Figure 1. The metal 3 layer (run 1).
The bar under the picture is 20 um long. Cells faint in the background.
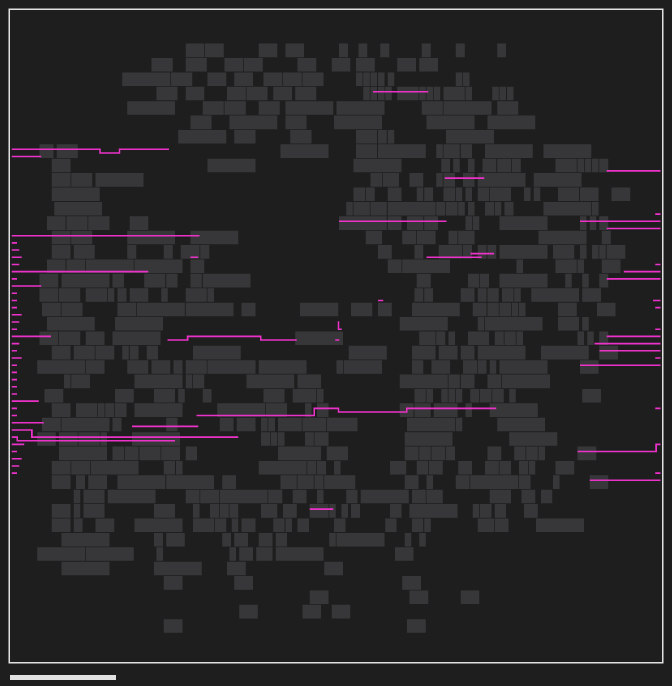
Figure 2. M2 wires (run 1).
Cells faint in the background.
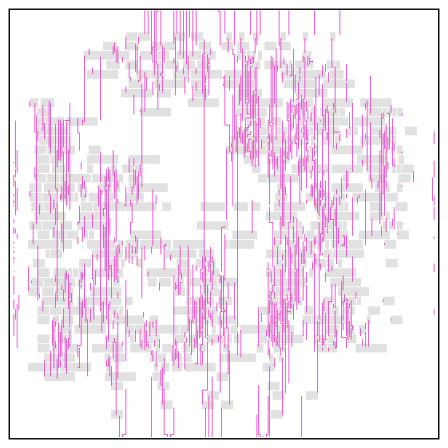
Figure 3. Clock distribution (run 1).
The bar under the picture is 20 um long.
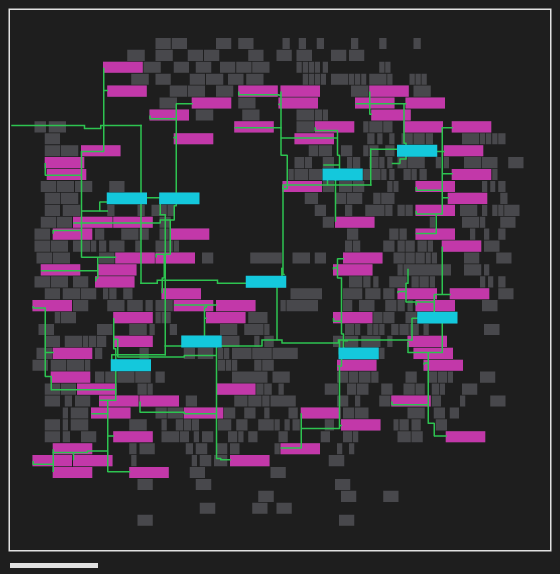
Figure 4. Congestion heat map (run 1).
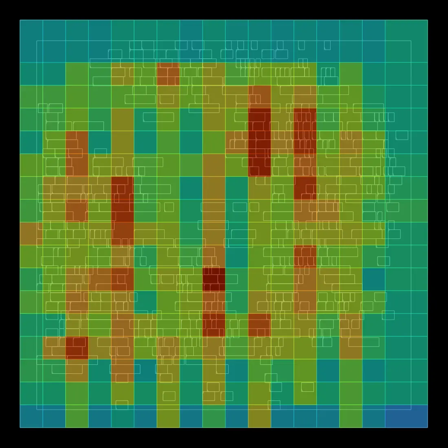
$ cat config.mk
export PLATFORM = sky130hd
export DESIGN_NAME = sram_burst_ctrl
export DESIGN_NICKNAME = d
export VERILOG_FILES = /design/src/rtl/sram_burst_pkg.sv /design/src/rtl/sram_rd_skid.sv /design/src/rtl/sram_burst_ctrl.sv
export SDC_FILE = /design/constraint.sdc
export NUM_CORES = 1
export LEC_CHECK = 0
export CAP_MARGIN = 5
export CORE_MARGIN = 5
export CORE_UTILIZATION = 31
export DETAILED_ROUTE_END_ITERATION = 12
export HOLD_SLACK_MARGIN = 0.06
export MAX_ROUTING_LAYER = met4
export PLACE_DENSITY = 0.65
export SLEW_MARGIN = 20
export SYNTH_ARGS = -nofsm -noshare
export SYNTH_HDL_FRONTEND = slang
export SYNTH_SLANG_ARGS = --single-unit
export TNS_END_PERCENT = 5
$ cat constraint.sdc
create_clock -name clk -period 2.9 [get_ports clk]
set_input_delay 0.29 -clock clk [delete_from_list [all_inputs] [get_ports clk]]
set_output_delay 0.29 -clock clk [all_outputs]
set_load 0.01 [all_outputs]
$ cat src/rtl/sram_burst_pkg.sv
// Shared types and constants for the SRAM burst controller.
package sram_burst_pkg;

  typedef enum logic [1:0] {
    ST_IDLE  = 2'd0,
    ST_WRITE = 2'd1,
    ST_READ  = 2'd2,
    ST_DRAIN = 2'd3
  } state_t;

  // Read-side output buffer depth and the width of its occupancy count.
  localparam int unsigned BUF_DEPTH = 2;
  localparam int unsigned OCC_W     = $clog2(BUF_DEPTH + 1);

endpackage

$ cat src/rtl/sram_rd_skid.sv
// Two-entry FIFO that absorbs SRAM read latency and downstream backpressure.
// The producer never pushes into a full buffer unless it also pops that cycle.
module sram_rd_skid
  import sram_burst_pkg::*;
#(
  parameter int unsigned DATA_WIDTH = 12
) (
  input  logic                  clk,
  input  logic                  rst_n,
  input  logic                  push_valid,
  input  logic [DATA_WIDTH-1:0] push_data,
  output logic                  pop_valid,
  input  logic                  pop_ready,
  output logic [DATA_WIDTH-1:0] pop_data,
  output logic [OCC_W-1:0]      occ
);

  logic [DATA_WIDTH-1:0] head_q;
  logic [DATA_WIDTH-1:0] tail_q;
  logic [OCC_W-1:0]      occ_q;
  logic                  pop;

  assign pop_valid = (occ_q != '0);
  assign pop       = pop_valid & pop_ready;
  assign pop_data  = head_q;
  assign occ       = occ_q;

  // Entry storage and occupancy; the head register always holds the oldest word.
  always_ff @(posedge clk or negedge rst_n) begin
    if (!rst_n) begin
      head_q <= '0;
      tail_q <= '0;
      occ_q  <= '0;
    end else if (push_valid && pop) begin
      if (occ_q == OCC_W'(BUF_DEPTH)) begin
        head_q <= tail_q;
        tail_q <= push_data;
      end else begin
        head_q <= push_data;
      end
    end else if (pop) begin
      head_q <= tail_q;
      occ_q  <= occ_q - OCC_W'(1);
    end else if (push_valid) begin
      if (occ_q == '0) head_q <= push_data;
      else             tail_q <= push_data;
      occ_q <= occ_q + OCC_W'(1);
    end
  end

endmodule

$ cat src/rtl/sram_burst_ctrl.sv
// Burst initiator for a single-port SRAM with 1-cycle registered read.
// Optional macro SRAM_BURST_RANGE_CHECK_EN: reject bursts that would run past
// RAM_SIZE-1 (no access, done next cycle, sticky range_err).
module sram_burst_ctrl
  import sram_burst_pkg::*;
#(
  parameter int unsigned DATA_WIDTH = 12,
  parameter int unsigned ADDR_WIDTH = 11,
  parameter int unsigned RAM_SIZE   = 2048,
  parameter int unsigned LEN_WIDTH  = 11
) (
  input  logic                  clk,
  input  logic                  rst_n,
  input  logic                  cmd_valid,
  output logic                  cmd_ready,
  input  logic                  cmd_write,
  input  logic [ADDR_WIDTH-1:0] cmd_addr,
  input  logic [LEN_WIDTH-1:0]  cmd_len,
  input  logic                  wr_valid,
  output logic                  wr_ready,
  input  logic [DATA_WIDTH-1:0] wr_data,
  output logic                  rd_valid,
  input  logic                  rd_ready,
  output logic [DATA_WIDTH-1:0] rd_data,
  output logic                  done,
`ifdef SRAM_BURST_RANGE_CHECK_EN
  output logic                  range_err,
`endif
  output logic                  sram_en,
  output logic                  sram_we,
  output logic [ADDR_WIDTH-1:0] sram_addr,
  output logic [DATA_WIDTH-1:0] sram_wdata,
  input  logic [DATA_WIDTH-1:0] sram_rdata
);

  state_t                state_q, state_d;
  logic [ADDR_WIDTH-1:0] addr_q;
  logic [LEN_WIDTH-1:0]  cnt_q;
  logic                  ready_q;
  logic                  inflight_q;
  logic [ADDR_WIDTH-1:0] addr_hold_q;
  logic [DATA_WIDTH-1:0] wdata_hold_q;
  logic [OCC_W-1:0]      occ;
  logic                  accept;
  logic                  access;
  logic                  access_we;
  logic                  rd_pop;
  logic                  cmd_bad;
  logic [2:0]            pending;
  logic [ADDR_WIDTH-1:0] addr_next;

  sram_rd_skid #(
    .DATA_WIDTH (DATA_WIDTH)
  ) u_skid (
    .clk        (clk),
    .rst_n      (rst_n),
    .push_valid (inflight_q),
    .push_data  (sram_rdata),
    .pop_valid  (rd_valid),
    .pop_ready  (rd_ready),
    .pop_data   (rd_data),
    .occ        (occ)
  );

  // ready_q keeps cmd_ready low while reset is asserted even though state is IDLE.
  assign cmd_ready = (state_q == ST_IDLE) & ready_q;
  assign accept    = cmd_valid & cmd_ready;
  assign rd_pop    = rd_valid & rd_ready;
  // Words buffered or in flight after this cycle's pop, before any new issue.
  assign pending   = 3'(occ) + 3'(inflight_q) - 3'(rd_pop);
  assign addr_next = (addr_q == ADDR_WIDTH'(RAM_SIZE - 1)) ? '0 : addr_q + ADDR_WIDTH'(1);

`ifdef SRAM_BURST_RANGE_CHECK_EN
  localparam int unsigned SUM_W = ((ADDR_WIDTH > LEN_WIDTH) ? ADDR_WIDTH : LEN_WIDTH) + 1;
  logic [SUM_W-1:0] cmd_end;
  assign cmd_end = SUM_W'(cmd_addr) + SUM_W'(cmd_len);
  assign cmd_bad = (cmd_end >= SUM_W'(RAM_SIZE));
`else
  assign cmd_bad = 1'b0;
`endif

  // Next-state and per-cycle SRAM access decision.
  always_comb begin
    state_d   = state_q;
    wr_ready  = 1'b0;
    done      = 1'b0;
    access    = 1'b0;
    access_we = 1'b0;
    unique case (state_q)
      ST_IDLE: begin
        if (accept) begin
          if (cmd_bad)        state_d = ST_DRAIN;
          else if (cmd_write) state_d = ST_WRITE;
          else                state_d = ST_READ;
        end
      end
      ST_WRITE: begin
        wr_ready = 1'b1;
        if (wr_valid) begin
          access    = 1'b1;
          access_we = 1'b1;
          if (cnt_q == '0) state_d = ST_DRAIN;
        end
      end
      ST_READ: begin
        if (pending < 3'd2) begin
          access = 1'b1;
          if (cnt_q == '0) state_d = ST_DRAIN;
        end
      end
      ST_DRAIN: begin
        // Also serves as the single done cycle after a write burst or a rejected command.
        if (occ == '0 && !inflight_q) begin
          done    = 1'b1;
          state_d = ST_IDLE;
        end
      end
      default: state_d = ST_IDLE;
    endcase
  end

  assign sram_en    = access;
  assign sram_we    = access_we;
  assign sram_addr  = access    ? addr_q  : addr_hold_q;
  assign sram_wdata = access_we ? wr_data : wdata_hold_q;

  // State register.
  always_ff @(posedge clk or negedge rst_n) begin
    if (!rst_n) state_q <= ST_IDLE;
    else        state_q <= state_d;
  end

  // Burst address/count, read-in-flight flag and held SRAM bus values.
  always_ff @(posedge clk or negedge rst_n) begin
    if (!rst_n) begin
      addr_q       <= '0;
      cnt_q        <= '0;
      ready_q      <= 1'b0;
      inflight_q   <= 1'b0;
      addr_hold_q  <= '0;
      wdata_hold_q <= '0;
    end else begin
      ready_q    <= 1'b1;
      inflight_q <= access & ~access_we;
      if (accept) begin
        addr_q <= cmd_addr;
        cnt_q  <= cmd_len;
      end else if (access) begin
        addr_q      <= addr_next;
        cnt_q       <= cnt_q - LEN_WIDTH'(1);
        addr_hold_q <= addr_q;
        if (access_we) wdata_hold_q <= wr_data;
      end
    end
  end

`ifdef SRAM_BURST_RANGE_CHECK_EN
  // Sticky out-of-range flag, cleared only by reset.
  always_ff @(posedge clk or negedge rst_n) begin
    if (!rst_n)                 range_err <= 1'b0;
    else if (accept && cmd_bad) range_err <= 1'b1;
  end
`endif

endmodule

==> metrics.json, run 1 <==
{
  "synth": {
    "netlist.top_cell.by_instances": "sky130_fd_sc_hd__dfrtp_1",
    "yosys.area.top_type_share_pct": 47.21,
    "yosys_register_bits": 75,
    "netlist.top_cell.by_area": "sky130_fd_sc_hd__dfrtp_1",
    "synthFlopType": "sky130_fd_sc_hd__dfrtp_1",
    "avgSynthCellArea_sq_um": 9.963,
    "yosys_area_sq_um": 3975,
    "syn-cell-area_sq_um": 3975,
    "synth-warning-count": 0,
    "synth-async-reset-ratio_pct": 100.0,
    "yosys.cell_types.count": 52,
    "floorplan.nets": 459,
    "post_synth_main_area_contributors": "sky130_fd_sc_hd__dfrtp_1 (47%), sky130_fd_sc_hd__mux2_2 (14%), sky130_fd_sc_hd__nand2_1 (5.0%), sky130_fd_sc_hd__a21oi_1 (2.6%), sky130_fd_sc_hd__nor2_1 (2.5%)",
    "yosys-stat-cells": 399,
    "synth-edff-count": 0,
    "synth.yosys.seq_area_share_pct": 47.21,
    "yosys-top-cells-count": "sky130_fd_sc_hd__dfrtp_1 (75), sky130_fd_sc_hd__nand2_1 (53), sky130_fd_sc_hd__mux2_2 (50), sky130_fd_sc_hd__nor2_1 (27), sky130_fd_sc_hd__a21oi_1 (21)",
    "post_synth_inst_count": 399
  },
  "critical_path": {
    "rr_endpoint": "cnt_q[8]",
    "r2r_start": "u_skid.occ[1]",
    "timing.critical_path.slowest_stage_cell": "sky130_fd_sc_hd__or4_2",
    "crit_required_ns": 3.15,
    "cp_num_buf_inv": 3,
    "peak_per_stage_delay_on_the_critical_path_ns": 0.64,
    "critical_path_arrival_ns": 3.06,
    "worstPathCellList": "nor2b_2 -> and2_1 -> buf_4 -> fa_2 -> and3_4 -> a21oi_4 -> buf_12 -> buf_6 -> or4_2 -> a31oi_1",
    "crit_type": "reg -> reg",
    "reg2regPathDepth": 10,
    "cp_max_fo": 14,
    "cp_top_family": "simple AND/OR/NAND/NOR gates",
    "r2r_setup_slack_ns": 0.09,
    "cp-start-kind": "register",
    "end_kind": "register"
  },
  "clock_tree": {
    "clock_path_buffers": 2,
    "tritoncts.num_buffers": 9,
    "htree_num_levels": 3,
    "clock_latency_ns": 0.33,
    "cts_hold_repair.buffers": 0,
    "clock_sinks": 75,
    "cts.clk_slew.worst_paths_ns": 0.06,
    "cts_tree": "done",
    "cts_post_setup_buffers_inserted": 0,
    "clock_tree.root_cell": "sky130_fd_sc_hd__clkbuf_16"
  },
  "job": {
    "max-cap-violations": 0,
    "tool_warnings": 31
  },
  "die": {
    "design.core.area_sq_um": 12620,
    "floorplanUtilization_pct": 31.50,
    "io-pin-count": 93,
    "fp.dieH_um": 123.2,
    "row_count": 41,
    "chip_area_sq_um": 15190,
    "die_width_um": 123.2
  },
  "final_timing": {
    "fin_skew_ns": 0.004366,
    "min_period_ns": 2.806,
    "hold_violations": 0,
    "setup_viol_count_final": 0,
    "slew_headroom_pct": 35.55,
    "max_clock_freq_mhz": 356.3,
    "final.setup.tns_ns": 0,
    "worst_slew_pin_slew_ns": 0.9667,
    "finalMaxSlewViolations": 0,
    "min_period_over_period_pct": 96.77
  },
  "power": {
    "power_density_normalized_to_cell_area_nw_per_um2": 1116,
    "max-vdd-ir-drop_v": 0.0005318,
    "leakage_uw": 0.002366,
    "fin_total_pwr_uw": 6113
  },
  "final_layout": {
    "share_of_layout_cells_above_drive_strength_1_pct": 22.33,
    "nFillCells": 1257,
    "nets": 561,
    "syn_to_final_growth_pct": 37.80,
    "diodes": 0
  },
  "place": {
    "routabilityCongestion": 0.8175,
    "place_hpwl_um": 7226,
    "buffer_ports.inserted": 92
  },
  "detailed_routing": {
    "ant_nets": 0,
    "remaining_drc_errors": 0,
    "avgViaCountPerCell": 4.881,
    "drt_pass1_iterations": 4,
    "detail_route.iter0.violations": 212
  },
  "global_route": {
    "global_route.overflow_total": 0,
    "grt_first_pass_wirelength_um": 16640,
    "antenna_found_initial": 0,
    "grt_start_max_net_pins": 76,
    "grt_pass1_vias": 3319
  },
  "hold_path": {
    "hold_path_class": "in -> async"
  },
  "outcome": {
    "status": "finished, final reports clean"
  }
}
About Figure 1:
longest straight run = 38.9 um
main direction = horizontal
share of all routed wire = 5.1%
nets with wire on the layer = 60
vias after detailed routing: 3309
detailed-route wire length: 10110 um
GRT met3 Usage: 4.666%

About Figure 2:
nets with wire on the layer = 471
main direction = vertical
longest straight run = 68.3 um

About Figure 3:
magenta -> flip-flops  # count 75
green -> clock wires  # length 1070 um
cyan -> cells driving clock nets  # count 9
routed clock nets = 10
flops lie = spread over the die

About Figure 4:
post-detailed-route wirelength per cell: 14.91 um
met1 Track Usage GR: 17.78%
global-route met2 utilization: 22.80%
global-route usage over all layers: 14.32%

==> run 1: stage by stage <==
step,std cells,worst slack [ns],util [%],instance area (sq um),hold WS (ns)
6_report,678,0.09364,43.41,5478,0.1142
5_1_grt,678,-0.02306,43.41,5478,0.2042
4_1_cts,678,-0.07814,43.56,5497,0.1522
3_5_place_dp,662,-0.2350,41.28,5209,0.4923
3_3_place_gp,662,-0.2167,41.28,5209,0.4842
2_1_floorplan,399,0.02302,-,3988,-0.005591
==> run 1: state kept, by name (all words and copies together) (netlist names) <==
| name | cells |
|---|---|
| addr_hold_q | 11 |
| u_skid.pop_data | 12 |
| addr_q | 11 |
| wdata_hold_q | 12 |
| ready_q | 1 |
| u_skid.occ | 2 |
| state_q | 2 |
| inflight_q | 1 |
| cnt_q | 11 |
| u_skid.tail_q | 12 |
==> run 1: worst max-delay path by stage <==
stage                       start             end  slack [ns]  depth (start not counted)
global placement         rd_ready    sram_addr[0]       -0.22                         11
finish              u_skid.occ[1]        cnt_q[8]        0.09                         10
floorplan           u_skid.occ[1]  addr_hold_q[1]        0.02                         10
CTS                 u_skid.occ[1]    sram_addr[5]       -0.08                         11
detailed placement       rd_ready    sram_addr[5]       -0.23                         11
global route        u_skid.occ[0]        cnt_q[8]       -0.02                         10
==> run 1: metal layers <==
metal  share of wire, %  up-vias  GRT usage (%)  routed length, um
met1                 45     1595          17.78               4553
met4                1.2        0          3.391                119
li1                   -     1627              -                  -
met2                 49       76          22.80               4927
met5                  0        -              -                  0
met3                5.1       11          4.666                511
==> run 1: power by group <==
group / total (uW) / internal (uW) / switching, uW
registers: 1920 / 1540 / 376
logic: 3090 / 1620 / 1470
clock network: 1100 / 666 / 439
==> run 1: layout make-up <==
class                      instances  area [sq um]  area share, %
clock inverter                     6         66.31          1.211
timing repair buffer             113          1062          19.39
multi-input combinational        282          1953          35.66
inverter                          20         75.07          1.370
sequential                        75          1877          34.26
clock buffer                      10         229.0          4.180
tap                              172         215.2          3.929
==> run 1: cell families (layout without fill, tap and decap cells) <==
family / after synthesis / in the layout / synth area share (%)
AND/OR/NAND/NOR: 137 / 137 / 17.00
AND-OR/OR-AND: 78 / 78 / 12.40
flip-flops: 75 / 75 / 47.21
multiplexers: 54 / 54 / 15.17
buffers and inverters: 42 / 149 / 4.533
adder cells (fa/ha/maj): 8 / 8 / 2.707
XOR/XNOR: 4 / 4 / 0.8815
other: 1 / 1 / 0.09434
==> run 1: timing repair <==
action                                  4_1_cts  5_1_grt
endpoints found under the setup margin       12       29
gates resized                                14       30
pin swaps                                     1        4
endpoints found under the hold margin         0        0
==> run 1: cell usage in the layout, fill, tap and decap left out, drive strengths merged, types with 2 or more instances in the layout <==
cell           instances
a311oi                 2
clkdlybuf4s50         79
a31oi                 12
o22ai                  9
inv                   20
buf                   22
and2                   6
clkinv                 2
mux2                  50
nor2                  27
ha                     7
clkinvlp               3
a21oi                 22
nor3                   2
and3                   4
o32ai                  2
o21a                   2
xnor2                  3
o211ai                 2
nand3                 10
clkbuf                21
or2                    2
nand2                 53
o31ai                  8
or3                    9
mux2i                  4
nor3b                  2
dfrtp                 75
nor2b                  3
or4                   10
nand4                  4
o21ai                 12
==> run 2: changes to the inputs <==
--- a/config.mk
+++ b/config.mk
@@ -5,6 +5,7 @@
 export SDC_FILE = /design/constraint.sdc
 export NUM_CORES = 1
 export LEC_CHECK = 0
+export ABC_CLOCK_PERIOD_IN_PS = 2900
 export CAP_MARGIN = 5
 export CORE_MARGIN = 5
 export CORE_UTILIZATION = 31
Figure 5. Congestion heat map (run 2).
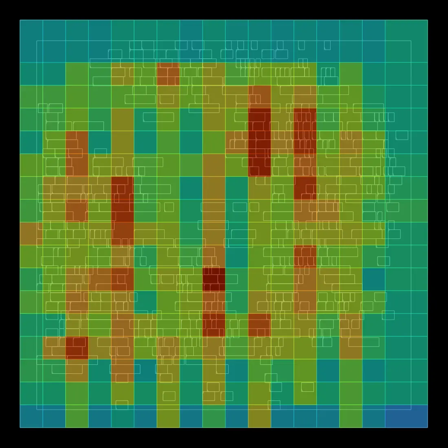
final core utilization: 43.41%
most heavily used metal layer in global routing: met2

==> run 2 against run 1 <==
Against the previous run:
- sequential share of layout area is the same
- utilization is the same
- sequential power is essentially flat
- count of clock-buffer cells in the layout is the same
- area after synthesis is the same
- combinational power is essentially flat
- synthesized cell count is the same
- clock power is essentially flat
- wire length is the same
- clock skew is the same
- final cell count is the same
- global-route usage is the same
- highest routed layer unchanged
==> metrics.json, run 2 <==
{
  "place": {
    "routabilityCongestion": {"value": 0.8175, "change": "unchanged"},
    "place_hpwl": {"value": 7226, "unit": "um", "change": "unchanged"},
    "buffer_ports.inserted": {"value": 92, "change": "unchanged"}
  },
  "power": {
    "leakage": {"value": 0.002366, "unit": "uW", "change": "unchanged"},
    "max-vdd-ir-drop": {"value": 0.0005318, "unit": "V", "change": "unchanged"},
    "power_density_normalized_to_cell_area": {"value": 1116, "unit": "nW/um^2", "change": "unchanged"},
    "fin_total_pwr": {"value": 6113, "unit": "uW", "change": "unchanged"}
  },
  "die": {
    "chip_area": {"value": 15190, "unit": "sq um", "change": "unchanged"},
    "floorplanUtilization": {"value": 31.50, "unit": "%", "change": "unchanged"},
    "fp.dieH": {"value": 123.2, "unit": "um", "change": "unchanged"},
    "die_width": {"value": 123.2, "unit": "um", "change": "unchanged"},
    "row_count": {"value": 41, "change": "unchanged"},
    "design.core.area": {"value": 12620, "unit": "sq um", "change": "unchanged"},
    "io-pin-count": {"value": 93, "change": "unchanged"}
  },
  "final_layout": {
    "layout_top_cell_excl_fill_tap": "sky130_fd_sc_hd__clkdlybuf4s50_1",
    "diodes": {"value": 0, "change": "unchanged"},
    "syn_to_final_growth": {"value": 37.80, "unit": "%", "change": "unchanged"},
    "share_of_layout_cells_above_drive_strength_1": {"value": 22.33, "unit": "%", "change": "unchanged"},
    "lay_top_cells": "sky130_fd_sc_hd__clkdlybuf4s50_1 (79), sky130_fd_sc_hd__dfrtp_1 (75), sky130_fd_sc_hd__nand2_1 (53), sky130_fd_sc_hd__mux2_2 (50), sky130_fd_sc_hd__nor2_1 (26)",
    "nets": {"value": 561, "change": "unchanged"}
  },
  "critical_path": {
    "r2r_start": "u_skid.occ[1]",
    "timing.critical_path.slowest_stage_cell": "sky130_fd_sc_hd__or4_2",
    "peak_per_stage_delay_on_the_critical_path": {"value": 0.64, "unit": "ns", "change": "about the same"},
    "r2r_setup_slack": {"value": 0.09, "unit": "ns", "change": "about the same"},
    "critical_path_arrival": {"value": 3.06, "unit": "ns", "change": "about the same"},
    "cp_num_buf_inv": {"value": 3, "change": "unchanged"},
    "crit_type": "reg -> reg",
    "rr_endpoint": "cnt_q[8]",
    "cp-start-kind": "register",
    "end_kind": "register",
    "cp_top_family": "simple AND/OR/NAND/NOR gates",
    "reg2regPathDepth": {"value": 10, "change": "unchanged"},
    "crit_required": {"value": 3.15, "unit": "ns", "change": "about the same"},
    "cp_max_fo": {"value": 14, "change": "unchanged"},
    "worstPathCellList": "nor2b_2 -> and2_1 -> buf_4 -> fa_2 -> and3_4 -> a21oi_4 -> buf_12 -> buf_6 -> or4_2 -> a31oi_1"
  },
  "final_timing": {
    "final.setup.tns": {"value": 0, "unit": "ns", "change": "unchanged"},
    "min_period_over_period": {"value": 96.77, "unit": "%", "change": "unchanged"},
    "slew_headroom": {"value": 35.55, "unit": "%", "change": "unchanged"},
    "setup_viol_count_final": {"value": 0, "change": "unchanged"},
    "hold_violations": {"value": 0, "change": "unchanged"},
    "finalMaxSlewViolations": {"value": 0, "change": "unchanged"},
    "worst_slew_pin_slew": {"value": 0.9667, "unit": "ns", "change": "unchanged"},
    "min_period": {"value": 2.806, "unit": "ns", "change": "unchanged"},
    "max_clock_freq": {"value": 356.3, "unit": "MHz", "change": "unchanged"},
    "fin_skew": {"value": 0.004366, "unit": "ns", "change": "unchanged"}
  },
  "global_route": {
    "grt_pass1_vias": {"value": 3319, "change": "unchanged"},
    "global_route.overflow_total": {"value": 0, "change": "unchanged"},
    "grt_start_max_net_pins": {"value": 76, "change": "unchanged"},
    "grt_first_pass_wirelength": {"value": 16640, "unit": "um", "change": "unchanged"},
    "globalRouteTotalUtil": {"value": 14.32, "unit": "%", "change": "unchanged"},
    "antenna_found_initial": {"value": 0, "change": "unchanged"}
  },
  "clock_tree": {
    "tritoncts.num_buffers": {"value": 9, "change": "unchanged"},
    "cts.clk_slew.worst_paths": {"value": 0.06, "unit": "ns", "change": "about the same"},
    "clock_path_buffers": {"value": 2, "change": "unchanged"},
    "clock_sinks": {"value": 75, "change": "unchanged"},
    "cts_tree": "done",
    "clock_tree.root_cell": "sky130_fd_sc_hd__clkbuf_16",
    "htree_num_levels": {"value": 3, "change": "unchanged"}
  },
  "synth": {
    "synth-edff-count": {"value": 0, "change": "unchanged"},
    "synth.mux.area_fraction": {"value": 15.17, "unit": "%", "change": "unchanged"},
    "synthFlopType": "sky130_fd_sc_hd__dfrtp_1",
    "post_synth_main_area_contributors": "sky130_fd_sc_hd__dfrtp_1 (47%), sky130_fd_sc_hd__mux2_2 (14%), sky130_fd_sc_hd__nand2_1 (5.0%), sky130_fd_sc_hd__a21oi_1 (2.6%), sky130_fd_sc_hd__nor2_1 (2.5%)",
    "yosys_area": {"value": 3975, "unit": "sq um", "change": "unchanged"},
    "synth-warning-count": {"value": 0, "change": "unchanged"},
    "post_synth_inst_count": {"value": 399, "change": "unchanged"},
    "yosys.area_share.xor_xnor": {"value": 0.8813, "unit": "%", "change": "unchanged"},
    "synth.cellmix.simpleShare": {"value": 17.00, "unit": "%", "change": "unchanged"},
    "yosys.area_share.aoi": {"value": 12.40, "unit": "%", "change": "unchanged"},
    "yosys-top-cells-count": "sky130_fd_sc_hd__dfrtp_1 (75), sky130_fd_sc_hd__nand2_1 (53), sky130_fd_sc_hd__mux2_2 (50), sky130_fd_sc_hd__nor2_1 (27), sky130_fd_sc_hd__a21oi_1 (21)",
    "yosys-stat-cells": {"value": 399, "change": "unchanged"},
    "area_share_of_fa_ha_maj_cells_after_synthesis": {"value": 2.707, "unit": "%", "change": "unchanged"},
    "netlist.top_cell.by_instances": "sky130_fd_sc_hd__dfrtp_1",
    "logic_family": "simple AND/OR/NAND/NOR gates",
    "synth.yosys.seq_area_share": {"value": 47.21, "unit": "%", "change": "unchanged"},
    "yosys.area.top_type_share": {"value": 47.21, "unit": "%", "change": "unchanged"},
    "syn-cell-area": {"value": 3975, "unit": "sq um", "change": "unchanged"},
    "netlist.top_cell.by_area": "sky130_fd_sc_hd__dfrtp_1",
    "yosys_register_bits": {"value": 75, "change": "unchanged"},
    "avgSynthCellArea": {"value": 9.963, "unit": "sq um", "change": "unchanged"},
    "synth-async-reset-ratio": {"value": 100.0, "unit": "%", "change": "unchanged"},
    "floorplan.nets": {"value": 459, "change": "unchanged"},
    "yosys.cell_types.count": {"value": 52, "change": "unchanged"}
  },
  "detailed_routing": {
    "remaining_drc_errors": {"value": 0, "change": "unchanged"},
    "wire_per_inst": {"value": 14.91, "unit": "um", "change": "unchanged"},
    "avgViaCountPerCell": {"value": 4.881, "change": "unchanged"},
    "route.final.wire_length": {"value": 10110, "unit": "um", "change": "unchanged"},
    "detail_route.iter0.violations": {"value": 212, "change": "unchanged"},
    "vias": {"value": 3309, "change": "unchanged"},
    "drt_pass1_iterations": {"value": 4, "change": "unchanged"},
    "ant_nets": {"value": 0, "change": "unchanged"}
  },
  "outcome": {
    "status": "finished, final reports clean"
  },
  "job": {
    "tool_warnings": {"value": 31, "change": "unchanged"},
    "max-cap-violations": {"value": 0, "change": "unchanged"}
  },
  "hold_path": {
    "hold_path_class": "in -> async"
  }
}
Figure 6. Clock distribution (run 2).
The bar under the picture is 20 um long.
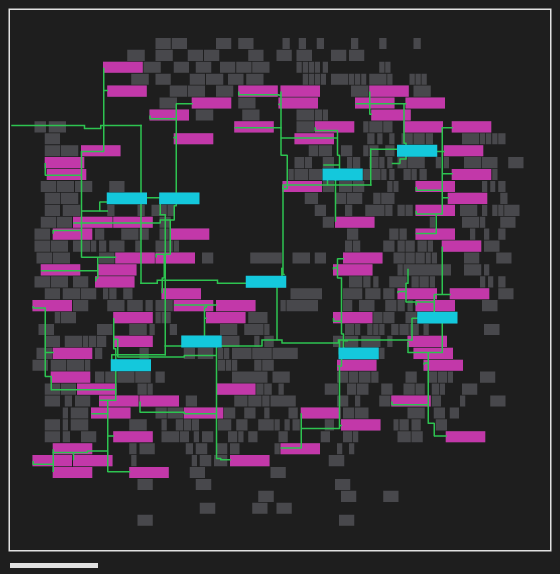
Clock Power: 1100 uW
Clock power frac: 18.1%
clock network latency to the later pin of the worst-skew pair: 0.33 ns

run 2: cell counts after synthesis:
No cell type changed its count.
run 2: routing by layer:
metal,vias to the layer above,routed length [um],track usage (%)
li1,1627,-,-
met1,1595,4553,17.78
met2,76,4927,22.80
met3,11,511,4.666
met4,0,119,3.391
met5,-,0,-
run 2: stage by stage:
stage / area (sq um) / std cells / hold WS (ns) / utilization (%) / worst slack, ns
2_1_floorplan: 3988 / 399 / -0.005591 / - / 0.02302
3_3_place_gp: 5209 / 662 / 0.4842 / 41.28 / -0.2167
3_5_place_dp: 5209 / 662 / 0.4923 / 41.28 / -0.2350
4_1_cts: 5497 / 678 / 0.1522 / 43.56 / -0.07814
5_1_grt: 5478 / 678 / 0.2042 / 43.41 / -0.02306
6_report: 5478 / 678 / 0.1142 / 43.41 / 0.09364
run 2: how the worst max path moves through the flow:
stage	start	end	cells past startpoint	slack, ns
floorplan	u_skid.occ[1]	addr_hold_q[1]	10	0.02
global placement	rd_ready	sram_addr[0]	11	-0.22
detailed placement	rd_ready	sram_addr[5]	11	-0.23
CTS	u_skid.occ[1]	sram_addr[5]	11	-0.08
global route	u_skid.occ[0]	cnt_q[8]	10	-0.02
finish	u_skid.occ[1]	cnt_q[8]	10	0.09
run 2: cell families after synthesis:
group | Yosys count
adder cells (fa/ha/maj) | 8
XOR/XNOR | 4
multiplexers | 54
buffers and inverters | 42
AND-OR/OR-AND | 78
other | 1
AND/OR/NAND/NOR | 137
flip-flops | 75
run 2: final cells by class:
cell class | instances | area (sq um)
clock buffers | 10 | 229.0
clock inverters | 6 | 66.31
fillers | 1257 | 7142
inverters | 20 | 75.07
multi-input cells | 282 | 1953
flip-flops and latches | 75 | 1877
well taps | 172 | 215.2
repair buffers | 113 | 1062
run 2: power by group:
part	leakage (uW)	internal [uW]	switching [uW]
logic	0.00134	1620	1470
clock network	0.000135	666	439
registers	0.000893	1540	376
total	0.00237	3830	2280
run 2: repair_timing:
item	in CTS	in global routing
resized	14	30
hold buffers	0	0
gates cloned	0	0
endpoints found under the setup margin	12	29
pin swaps	1	4
setup buffers	0	0
Figure 7. The metal 3 layer (run 2).
The bar under the picture is 20 um long. Cells faint in the background.
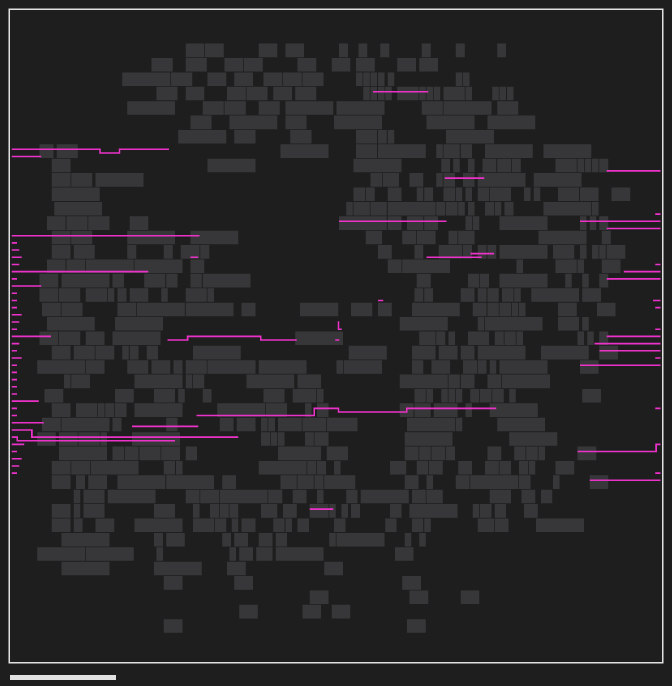

==> run 3: changes to the inputs <==
--- a/config.mk
+++ b/config.mk
@@ -8,11 +8,12 @@
 export ABC_CLOCK_PERIOD_IN_PS = 2900
 export CAP_MARGIN = 5
 export CORE_MARGIN = 5
-export CORE_UTILIZATION = 31
+export CORE_UTILIZATION = 35
+export CTS_CLUSTER_DIAMETER = 120
 export DETAILED_ROUTE_END_ITERATION = 12
 export HOLD_SLACK_MARGIN = 0.06
 export MAX_ROUTING_LAYER = met4
-export PLACE_DENSITY = 0.65
+export PLACE_DENSITY = 0.71
 export SLEW_MARGIN = 20
 export SYNTH_ARGS = -nofsm -noshare
 export SYNTH_HDL_FRONTEND = slang
Figure 8. The metal 3 layer (run 3).
The bar under the picture is 20 um long. Cells faint in the background.
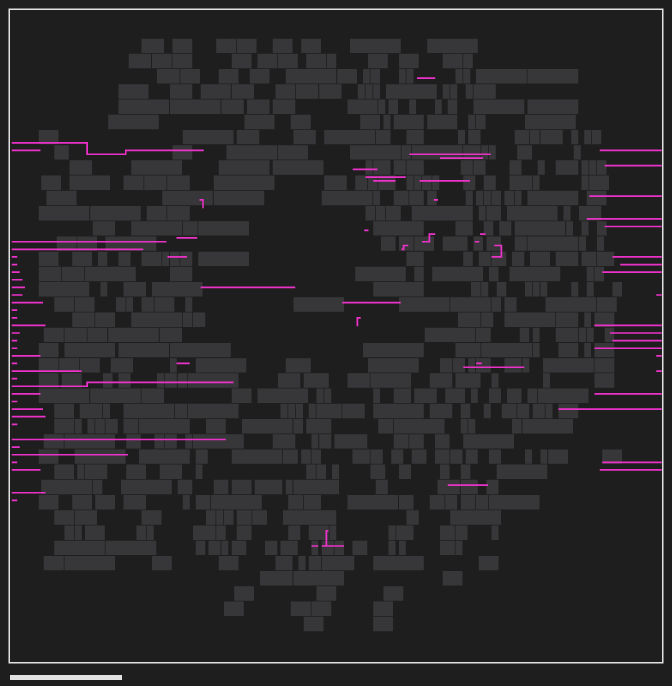
GRT met3 Usage: 3.368%
detailed-route wire length: 10210 um
vias after detailed routing: 3401

Figure 9. Clock distribution (run 3).
The bar under the picture is 20 um long.
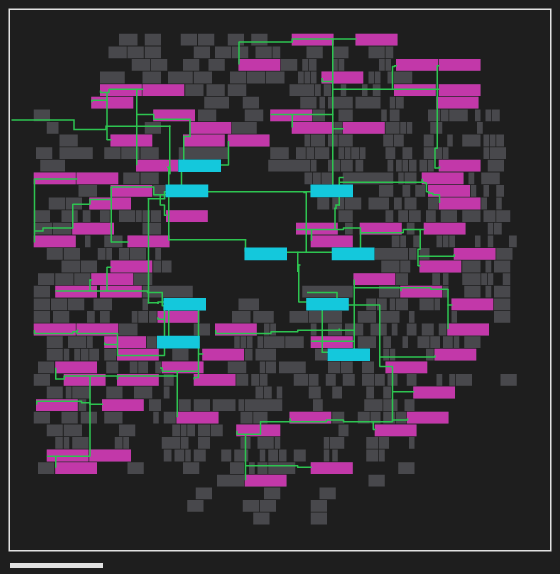
Clock Power: 1380 uW
largest clock skew in the final design: 0.008031 ns
clock network latency to the later pin of the worst-skew pair: 0.32 ns

==> run 3 against run 2 <==
Against the previous run:
- the flow now finishes with violations (setup timing)
- clock power grew 25%
- first-iteration DRC count shrank 43%
- worst setup slack lost 0.10 ns
- critical path type unchanged
- count of clock-buffer cells in the layout is the same
- sequential share of layout area shrank 0.86 points
- wire length grew 0.95%
- maximum frequency shrank 3.6%
- die area shrank 11%
==> metrics.json, run 3 <==
{
  "die": {
    "floorplanUtilization": {"value": 35.26, "unit": "%", "change": "+3.8 points"},
    "die_width": {"value": 116.6, "unit": "um", "change": "-5.4%"},
    "chip_area": {"value": 13590, "unit": "sq um", "change": "-11%"},
    "io-pin-count": {"value": 93, "change": "unchanged"},
    "design.core.area": {"value": 11270, "unit": "sq um", "change": "-11%"},
    "row_count": {"value": 39, "change": "-4.9%"}
  },
  "synth": {
    "yosys_register_bits": {"value": 75, "change": "unchanged"},
    "avgSynthCellArea": {"value": 9.963, "unit": "sq um", "change": "unchanged"},
    "yosys.cell_types.count": {"value": 52, "change": "unchanged"},
    "synth.yosys.seq_area_share": {"value": 47.21, "unit": "%", "change": "unchanged"},
    "floorplan.nets": {"value": 459, "change": "unchanged"},
    "post_synth_inst_count": {"value": 399, "change": "unchanged"},
    "synthFlopType": "sky130_fd_sc_hd__dfrtp_1",
    "yosys_area": {"value": 3975, "unit": "sq um", "change": "unchanged"},
    "synth-edff-count": {"value": 0, "change": "unchanged"},
    "yosys.area_share.aoi": {"value": 12.40, "unit": "%", "change": "unchanged"},
    "post_synth_main_area_contributors": "sky130_fd_sc_hd__dfrtp_1 (47%), sky130_fd_sc_hd__mux2_2 (14%), sky130_fd_sc_hd__nand2_1 (5.0%), sky130_fd_sc_hd__a21oi_1 (2.6%), sky130_fd_sc_hd__nor2_1 (2.5%)",
    "logic_family": "simple AND/OR/NAND/NOR gates",
    "synth-warning-count": {"value": 0, "change": "unchanged"},
    "yosys-stat-cells": {"value": 399, "change": "unchanged"},
    "yosys-top-cells-count": "sky130_fd_sc_hd__dfrtp_1 (75), sky130_fd_sc_hd__nand2_1 (53), sky130_fd_sc_hd__mux2_2 (50), sky130_fd_sc_hd__nor2_1 (27), sky130_fd_sc_hd__a21oi_1 (21)",
    "netlist.top_cell.by_instances": "sky130_fd_sc_hd__dfrtp_1",
    "area_share_of_fa_ha_maj_cells_after_synthesis": {"value": 2.707, "unit": "%", "change": "unchanged"},
    "yosys.area_share.xor_xnor": {"value": 0.8813, "unit": "%", "change": "unchanged"},
    "synth.mux.area_fraction": {"value": 15.17, "unit": "%", "change": "unchanged"},
    "yosys.area.top_type_share": {"value": 47.21, "unit": "%", "change": "unchanged"},
    "syn-cell-area": {"value": 3975, "unit": "sq um", "change": "unchanged"},
    "synth-async-reset-ratio": {"value": 100.0, "unit": "%", "change": "unchanged"},
    "synth.cellmix.simpleShare": {"value": 17.00, "unit": "%", "change": "unchanged"}
  },
  "clock_tree": {
    "clock_sinks": {"value": 75, "change": "unchanged"},
    "cts.clk_slew.worst_paths": {"value": 0.06, "unit": "ns", "change": "about the same"},
    "clock_tree.root_cell": "sky130_fd_sc_hd__clkbuf_16",
    "cts_tree": "done",
    "htree_num_levels": {"value": 3, "change": "unchanged"},
    "clock_path_buffers": {"value": 2, "change": "unchanged"},
    "tritoncts.num_buffers": {"value": 9, "change": "unchanged"}
  },
  "global_route": {
    "globalRouteTotalUtil": {"value": 15.52, "unit": "%", "change": "+1.2 points"},
    "grt_start_max_net_pins": {"value": 76, "change": "unchanged"},
    "global_route.overflow_total": {"value": 0, "change": "unchanged"},
    "antenna_found_initial": {"value": 0, "change": "unchanged"},
    "grt_pass1_vias": {"value": 3484, "change": "+5.0%"},
    "grt_first_pass_wirelength": {"value": 16590, "unit": "um", "change": "-0.33%"}
  },
  "final_layout": {
    "nets": {"value": 566, "change": "+0.89%"},
    "syn_to_final_growth_pct": 41.45,
    "share_of_layout_cells_above_drive_strength_1": {"value": 23.29, "unit": "%", "change": "+0.96 points"},
    "post-route-cell-area": {"value": 5623, "unit": "sq um", "change": "+2.6%"},
    "lay_top_cells": "sky130_fd_sc_hd__clkdlybuf4s50_1 (79), sky130_fd_sc_hd__dfrtp_1 (74), sky130_fd_sc_hd__nand2_1 (53), sky130_fd_sc_hd__mux2_2 (42), sky130_fd_sc_hd__nor2_1 (26)",
    "diodes": {"value": 0, "change": "unchanged"},
    "layout_top_cell_excl_fill_tap": "sky130_fd_sc_hd__clkdlybuf4s50_1"
  },
  "final_timing": {
    "finalMaxSlewViolations": {"value": 0, "change": "unchanged"},
    "setup_viol_count_final": {"value": 1, "change": "+1"},
    "worst_slew_pin_slew": {"value": 0.7910, "unit": "ns", "change": "-0.1757 ns"},
    "min_period_over_period": {"value": 100.4, "unit": "%", "change": "+3.6 points"},
    "slew_headroom": {"value": 47.26, "unit": "%", "change": "+12 points"},
    "hold_violations": {"value": 0, "change": "unchanged"},
    "max_clock_freq": {"value": 343.6, "unit": "MHz", "change": "-3.6%"},
    "postLayoutSetupSlackWorst": {"value": -0.01030, "unit": "ns", "change": "-0.1039 ns"},
    "min_period": {"value": 2.910, "unit": "ns", "change": "+0.1039 ns"},
    "final.setup.tns": {"value": -0.01030, "unit": "ns", "change": "-0.01030 ns"}
  },
  "outcome": {
    "failed_checks": "setup timing",
    "status": "complete, but fails checks"
  },
  "detailed_routing": {
    "drt_pass1_iterations": {"value": 4, "change": "unchanged"},
    "ant_nets": {"value": 0, "change": "unchanged"},
    "detail_route.iter0.violations": {"value": 121, "change": "-43%"},
    "remaining_drc_errors": {"value": 0, "change": "unchanged"},
    "avgViaCountPerCell": {"value": 5.200, "change": "+6.6%"},
    "wire_per_inst": {"value": 15.61, "unit": "um", "change": "+4.7%"}
  },
  "place": {
    "dp.cells": {"value": 631, "change": "-4.7%"},
    "place_hpwl": {"value": 7050, "unit": "um", "change": "-2.4%"},
    "detailedPlace.worstSlack": {"value": -0.2908, "unit": "ns", "change": "-0.05582 ns"},
    "buffer_ports.inserted": {"value": 92, "change": "unchanged"},
    "placed_area": {"value": 5145, "unit": "sq um", "change": "-1.2%"}
  },
  "power": {
    "max-vdd-ir-drop": {"value": 0.0005402, "unit": "V", "change": "+1.6%"},
    "power_density_normalized_to_cell_area": {"value": 1169, "unit": "nW/um^2", "change": "+4.7%"}
  },
  "critical_path": {
    "cp_num_buf_inv": {"value": 4, "change": "+1"},
    "crit_type": "reg -> reg",
    "cp_max_fo": {"value": 5, "change": "-9"},
    "worstPathCellList": "nor2b_4 -> and2_4 -> buf_4 -> fa_2 -> and3_4 -> a21oi_4 -> buf_6 -> buf_6 -> buf_6 -> or4_2 -> a31oi_1",
    "crit_required": {"value": 3.14, "unit": "ns", "change": "about the same"},
    "end_kind": "register",
    "cp_top_family": "simple AND/OR/NAND/NOR gates",
    "critical_path_arrival": {"value": 3.15, "unit": "ns", "change": "+0.09 ns"},
    "timing.critical_path.slowest_stage_cell": "sky130_fd_sc_hd__or4_2"
  },
  "job": {
    "max-cap-violations": {"value": 0, "change": "unchanged"},
    "tool_warnings": {"value": 31, "change": "unchanged"}
  },
  "hold_path": {
    "hold_path_class": "in -> async"
  }
}
run 3: cell counts after synthesis:
No cell type changed its count.
run 3: final timing paths:
| path | startpoint | endpoint | slack [ns] | cells after the start |
|---|---|---|---|---|
| max in group asynchronous | rst_n | addr_q[10] | 1.85 | 3 |
| max | u_skid.occ[1] | cnt_q[8] | -0.01 | 11 |
| min reg2reg | wdata_hold_q[4] | wdata_hold_q[4] | 0.50 | 1 |
| min in group clk | wdata_hold_q[4] | wdata_hold_q[4] | 0.50 | 1 |
| min | rst_n | u_skid.pop_data[7] | 0.46 | 2 |
| max reg2reg | u_skid.occ[1] | cnt_q[8] | -0.01 | 11 |
run 3: cell families after synthesis:
logic type | after synthesis
muxes | 54
buffers and inverters | 42
AOI/OAI and AO/OA | 78
xor gates and xnor gates | 4
other | 1
and+or+nand+nor | 137
DFF | 75
adders and majority gates | 8
run 3: cell type report:
cell class | count | area (sq um)
Clock buffer | 10 | 229.0
Multi-Input combinational cell | 282 | 1998
Sequential cell | 75 | 1878
Clock inverter | 6 | 136.4
Fill cell | 1043 | 5649
Timing Repair Buffer | 118 | 1127
Inverter | 20 | 75.07
Tap cell | 143 | 178.9
run 3: routing by layer:
layer | up-vias | track usage (%) | routed length, um
met3 | 15 | 3.368 | 562
met4 | 0 | 4.511 | 115
li1 | 1634 | - | -
met5 | - | - | 0
met2 | 95 | 24.90 | 4836
met1 | 1657 | 19.82 | 4693
run 3: through the flow:
| stage | power [uW] | hold slack [ns] | util (%) |
|---|---|---|---|
| 2_1_floorplan | 3734 | -0.005591 | - |
| 3_3_place_gp | 5003 | 0.4834 | 45.64 |
| 3_5_place_dp | 5121 | 0.4904 | 45.64 |
| 4_1_cts | 6517 | 0.1707 | 49.37 |
| 5_1_grt | 7030 | 0.5061 | 49.88 |
| 6_report | 6572 | 0.4614 | 49.88 |
run 3: worst register-to-register path, cell delays in order, from the launching register on:
cell                      delay (ns)
sky130_fd_sc_hd__dfrtp_1        0.38
sky130_fd_sc_hd__nor2b_4        0.13
sky130_fd_sc_hd__and2_4         0.15
sky130_fd_sc_hd__buf_4          0.14
sky130_fd_sc_hd__fa_2           0.57
sky130_fd_sc_hd__and3_4         0.19
sky130_fd_sc_hd__a21oi_4        0.07
sky130_fd_sc_hd__buf_6          0.14
sky130_fd_sc_hd__buf_6          0.12
sky130_fd_sc_hd__buf_6          0.12
sky130_fd_sc_hd__or4_2          0.63
sky130_fd_sc_hd__a31oi_1        0.20
run 3: repair_timing:
| action | CTS | global route |
|---|---|---|
| setup buffers | 3 | 0 |
| setup endpoints to repair | 15 | 38 |
| gates cloned | 1 | 1 |
| resized | 24 | 34 |
| hold buffers | 0 | 1 |
| pin swaps | 5 | 4 |
| hold endpoints to repair | 0 | 33 |
run 3: report_power, final:
part           internal [uW]  total (uW)  leakage (uW)  switching, uW
Clock                    932        1380      0.000173            444
Sequential              1540        1930      0.000891            388
Combinational           1740        3270       0.00140           1520
Total                   4220        6570       0.00246           2350
Power figures rest on the tool's default switching activity, not on a simulated workload.
